==> run_1/m4.png <==
(2 px per µm)
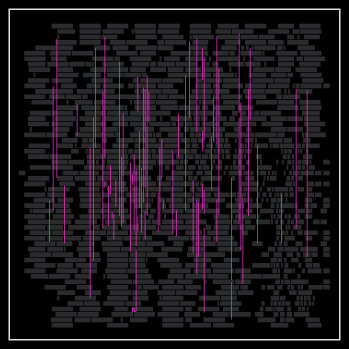
==> run_1/clock_wires.png <==
(1.5 px per µm)
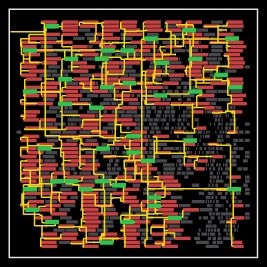
==> run_1/layers.png <==
(2 px per µm)
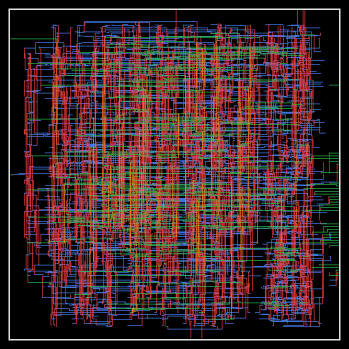
**src/rtl/risc8_cpu.sv**
```systemverilog
// risc8_cpu: 8-bit accumulator CPU with a unified 32x8 memory.
// The memory is filled serially through the load port while the core is held.
// The core then runs a two-cycle fetch/execute loop starting at address 0.
module risc8_cpu (
    input  logic       clock,
    input  logic       reset,
    input  logic       Load,
    input  logic [7:0] data_in,
    output logic [7:0] Instruction,
    output logic [7:0] Acc,
    output logic [7:0] Mem,
    output logic [4:0] Program_counter
);

    typedef enum logic [1:0] {StFetch, StExec, StHalt} state_e;

    state_e     state_q, state_d;
    logic [4:0] pc_q, pc_d;
    logic [4:0] la_q, la_d;
    logic [7:0] acc_q, acc_d;
    logic [7:0] ir_q, ir_d;
    logic [7:0] mem_q [32];

    logic       mem_we;
    logic [4:0] mem_waddr;
    logic [7:0] mem_wdata;

    logic [2:0] op;
    logic [4:0] addr;
    logic [7:0] operand;

    assign op      = ir_q[7:5];
    assign addr    = ir_q[4:0];
    assign operand = mem_q[addr];

    // Next-state and memory write decode for load mode and the fetch/execute loop.
    always_comb begin
        state_d   = state_q;
        pc_d      = pc_q;
        la_d      = la_q;
        acc_d     = acc_q;
        ir_d      = ir_q;
        mem_we    = 1'b0;
        mem_waddr = la_q;
        mem_wdata = data_in;
        if (Load) begin
            // Core held; PC rewinds so execution restarts at 0 once Load drops.
            mem_we    = 1'b1;
            mem_waddr = la_q;
            mem_wdata = data_in;
            la_d      = la_q + 5'd1;
            pc_d      = 5'd0;
            state_d   = StFetch;
        end else begin
            case (state_q)
                StFetch: begin
                    ir_d    = mem_q[pc_q];
                    pc_d    = pc_q + 5'd1;
                    state_d = StExec;
                end
                StExec: begin
                    state_d = StFetch;
                    case (op)
                        3'b000: state_d = StHalt;
                        3'b001: if (acc_q == 8'd0) pc_d = pc_q + 5'd1;
                        3'b010: acc_d = acc_q + operand;
                        3'b011: acc_d = acc_q & operand;
                        3'b100: acc_d = acc_q ^ operand;
                        3'b101: acc_d = operand;
                        3'b110: begin
                            mem_we    = 1'b1;
                            mem_waddr = addr;
                            mem_wdata = acc_q;
                        end
                        3'b111: pc_d = addr;
                    endcase
                end
                StHalt: ;
                default: state_d = StFetch;
            endcase
        end
    end

    // Architectural state registers with synchronous reset.
    always_ff @(posedge clock) begin
        if (reset) begin
            state_q <= StFetch;
            pc_q    <= 5'd0;
            la_q    <= 5'd0;
            acc_q   <= 8'd0;
            ir_q    <= 8'd0;
        end else begin
            state_q <= state_d;
            pc_q    <= pc_d;
            la_q    <= la_d;
            acc_q   <= acc_d;
            ir_q    <= ir_d;
        end
    end

    // Memory write port; contents survive reset but reset still blocks any write.
    always_ff @(posedge clock) begin
        if (!reset && mem_we) begin
            mem_q[mem_waddr] <= mem_wdata;
        end
    end

    assign Instruction     = ir_q;
    assign Acc             = acc_q;
    assign Mem             = operand;
    assign Program_counter = pc_q;

endmodule

```
**config.mk**
```make
export PLATFORM = sky130hd
export DESIGN_NAME = risc8_cpu
export DESIGN_NICKNAME = d
export VERILOG_FILES = /design/src/rtl/risc8_cpu.sv
export SDC_FILE = /design/constraint.sdc
export NUM_CORES = 1
export LEC_CHECK = 0
export ABC_AREA = 0
export CAP_MARGIN = 10
export CORE_MARGIN = 4
export CORE_UTILIZATION = 56
export CTS_CLUSTER_SIZE = 8
export DETAILED_ROUTE_END_ITERATION = 8
export GPL_TIMING_DRIVEN = 0
export PLACE_DENSITY_LB_ADDON = 0.08
export SLEW_MARGIN = 20
export SYNTH_ARGS = -nofsm -noshare
export SYNTH_HDL_FRONTEND = slang
export SYNTH_SLANG_ARGS = --single-unit
```
**constraint.sdc**
```tcl
create_clock -name clock -period 3.6 [get_ports clock]
set_input_delay 0.36 -clock clock [delete_from_list [all_inputs] [get_ports clock]]
set_output_delay 0.36 -clock clock [all_outputs]
set_load 0.005 [all_outputs]
```
==> results.json, run 1 <==
{
  "rows": 56,
  "synthesis.area_um2": 13700,
  "comb_area_um2": 5420,
  "vias": 9172,
  "via_per_inst": 7.29,
  "worst_slack_ps": 4.12,
  "outcome": "finished, final reports clean",
  "sh_comb_area_pct": 32.7,
  "fillers": 1514,
  "rrSetupSlack_ps": 4,
  "floorplan.core_util_pct": 57.7,
  "area_growth_pct": 21.2,
  "port_buffers": 39,
  "wl_um": 44100,
  "grt_pass1_wl_um": 62600,
  "antenna_found_initial": 1,
  "cp_max_fo": 10,
  "cellLeakagePower_nw": 5.27,
  "r2r_end": "Acc[7]",
  "yosysMostFrequentCell": "edfxtp_1",
  "ys_cells": 782,
  "p_switching_mw": 1.98,
  "worstSetupStartpoint": "Instruction[2]",
  "place_hpwl_um": 29300,
  "globalRouteMet2Util_pct": 50.6,
  "period_minus_slack_ps": 3600,
  "max_cap_viol_count": 0,
  "clock_sinks": 284,
  "synth_warnings": 0,
  "ys.flops": 284,
  "period_used_pct": 99.9,
  "ir_drop_v": 0.000391,
  "synthArstFlopShare_pct": 0,
  "drtAntennaViolNets": 0,
  "chip_area_um2": 27000,
  "logic_family": "multiplexers",
  "path_class": "flip-flop to flip-flop",
  "die_w_um": 164,
  "clockNetworkAreaShare_pct": 7.43,
  "dr.pass1.iters": 5,
  "adder_share_pct": 1.24,
  "start_kind": "flip-flop",
  "timing.hold.ws_ps": 538,
  "synthDistinctLibCells": 49,
  "drv_slew": 0,
  "wire_per_inst_um": 35.0,
  "flop_area_um2": 8260,
  "grt.total_usage_pct": 33.0,
  "gp_congestion": 0.926,
  "placedInstanceArea_um2": 14800,
  "edf_count": 256,
  "diodes": 1,
  "postCtsSetupRepairBufs": 8,
  "seq_power_mw": 3.65,
  "power.total_mw": 8.37,
  "drt_iter0_drc": 1596,
  "simple_gate_area_share_pct": 4.72,
  "clock_buffers": 73,
  "tool_warnings": 30,
  "cts_tree": "done",
  "synth_top_cell_by_area": "edfxtp_1",
  "ff2ff_path_depth": 10,
  "gr-usage-met3_pct": 8.81,
  "compound_area_share_pct": 5.74,
  "worstSetupEndpoint": "Acc[7]",
  "rsz0062_at_grt": "true",
  "wl_met1_um": 15200,
  "cts_inserted_buffers": 41,
  "avgSynthCellArea_um2": 17.5,
  "nets": 930,
  "relSlewSlack_pct": 21.7,
  "worstMarginPinSlew_ps": 1170,
  "final_util_pct": 69.9,
  "critPathArrivalTime_ps": 4020,
  "switching_share_pct": 23.6,
  "flop-count": 284,
  "buffers": 140,
  "setup_tns_ps": 0
}
Back to the opening pictures, m4.png:
share of all routed wire	5.8%
longest straight run	83.0 µm
wire length on this layer	2,550 µm
nets with wire on the layer	61
main direction	vertical

Back to the opening pictures, clock_wires.png:
[red] flip-flops | count: 284
[yellow] clock wires | length: 3,500 µm
[green] clock-net drivers | count: 41
routed clock nets	42
flops lie	spread over the die
clock group share of total power: 43.6%
Clock group: 3.65 mW

Back to the opening pictures, layers.png:
colour	layer	wire length
red	M2	20.4 mm
green	M3	5,880 µm
blue	M1	15,200 µm
orange	M4	2,550 µm

run 1: worst min path at each step:
stage | end | slack, ps | start
floorplan | state_q[0] | 450 | reset
global placement | Acc[5] | 500 | Acc[5]
detailed placement | Acc[5] | 520 | Acc[5]
CTS | Acc[5] | 530 | Acc[5]
global route | Acc[5] | 570 | Acc[5]
finish | Acc[5] | 540 | Acc[5]
run 1: worst max-delay path, cell delays in order (launching register included):
cell      delay [ps]
dfxtp_4          420
clkbuf_2         460
mux4_2           420
mux4_2           540
mux2_2           340
ha_1             360
o21ai_0          190
nand2b_1          90
and3_1           180
o311a_1          300
a22o_1           170
run 1: state kept, by name (all words and copies together), names as in the netlist:
register,flops
Acc,8
Instruction,8
la_q,5
Program_counter,5
state_q,2
mem_q,256
--- run 2 (diff from run 1) ---
SETUP_SLACK_MARGIN = 0.1   (was not set)
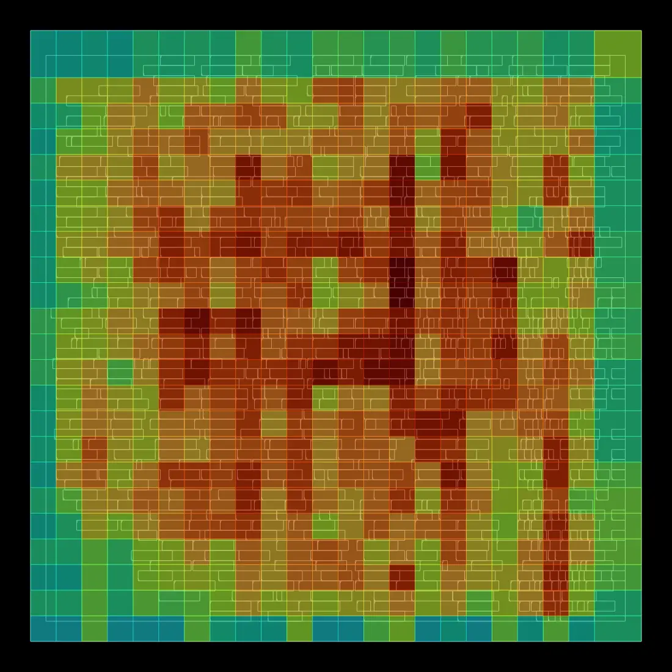
(run_2/congestion_map.png)
layer with the highest usage: met2
GRT met1 Usage: 42.5%
GRT Total Usage: 32.2%

==> results.json, run 2 <==
{
  "gp_congestion": 0.959,
  "wl_met1_um": 14800,
  "placedInstanceArea_um2": 14800,
  "adder_share_pct": 1.24,
  "outcome": "finished, final reports clean",
  "via_per_inst": 7.28,
  "start_kind": "flip-flop",
  "relSlewSlack_pct": 17.7,
  "globalRouteMet2Util_pct": 49.1,
  "synthDistinctLibCells": 49,
  "crit_chain": "buf_8 -> buf_12 -> mux4_2 -> mux4_2 -> mux2i_1 -> inv_1 -> clkdlybuf4s50_1",
  "area_growth_pct": 21.7,
  "wire_per_inst_um": 33.7,
  "floorplan.core_util_pct": 57.7,
  "synthArstFlopShare_pct": 0,
  "ys.flops": 284,
  "logic_family": "multiplexers",
  "rrSetupSlack_ps": 50,
  "antenna_found_initial": 0,
  "min_from": "Program_counter[4]",
  "r2r_end": "Acc[7]",
  "cp_slowest_stage_delay_ps": 540,
  "yosysMostFrequentCell": "edfxtp_1",
  "worstSetupStartpoint": "Instruction[1]",
  "cp_max_fo": 10,
  "ff2ff_path_depth": 12,
  "wl_um": 42300,
  "switching_share_pct": 23.9,
  "rsz0062_at_grt": "true",
  "cellLeakagePower_nw": 5.27,
  "period_minus_slack_ps": 3560,
  "max_cap_viol_count": 0,
  "worst_slack_ps": 35.5,
  "drtAntennaViolNets": 0,
  "worstMarginPinSlew_ps": 1230,
  "drt_iter0_drc": 1334,
  "postCtsSetupRepairBufs": 12,
  "largest_reg_flops": 256,
  "power_frac_clock_pct": 43.5,
  "dr.pass1.iters": 5,
  "crit_top_cell": "mux4_2",
  "synthesis.area_um2": 13700,
  "tool_warnings": 31,
  "simple_gate_area_share_pct": 4.72,
  "avgSynthCellArea_um2": 17.5,
  "period_used_pct": 99.0,
  "cp_num_buf_inv": 4,
  "drv_slew": 0,
  "chip_area_um2": 27000,
  "edf_count": 256,
  "hold_end": "Program_counter[4]",
  "p_switching_mw": 1.99,
  "synth_top_cell_by_area": "edfxtp_1",
  "synth_warnings": 0,
  "ir_drop_v": 0.000453,
  "worstSetupEndpoint": "Mem[7]",
  "pg_clk_mw": 3.62,
  "nets": 926,
  "cts_tree": "done",
  "path_delay_family": "multiplexers",
  "vias": 9130,
  "cp_slowest_cell": "mux4_2",
  "diodes": 0,
  "clock_sinks": 284,
  "cts_inserted_buffers": 41,
  "place_hpwl_um": 29100,
  "ys_cells": 782,
  "compound_area_share_pct": 5.74,
  "path_depth": 7,
  "seq_power_mw": 3.65,
  "port_buffers": 39
}
==> run 2: cell counts after synthesis <==
Identical to the previous run, type by type.
==> run 2: stage by stage <==
step,std cells,TNS (ps),util (%),total power [mW],hold WS (ps)
3_5_place_dp,1164,-9000,62.5,4.62,529
2_1_floorplan,782,0,-,4.28,455
3_3_place_gp,1140,-108650,61.0,4.59,520
6_report,1254,0,70.2,8.32,553
4_1_cts,1254,0,69.8,8.32,555
5_1_grt,1254,-50.5,70.2,8.57,569
==> run 2: area by class of cell <==
class / count / area [µm²]
multi-input cells: 432 / 5500
fillers: 1457 / 7070
well taps: 319 / 399
inverters: 7 / 26.3
clock inverters: 2 / 36.3
flip-flops and latches: 284 / 8260
repair buffers: 77 / 797
plain buffers: 59 / 482
clock buffers: 74 / 1180
No activity file was given, so power comes from the tool's default toggle rates.
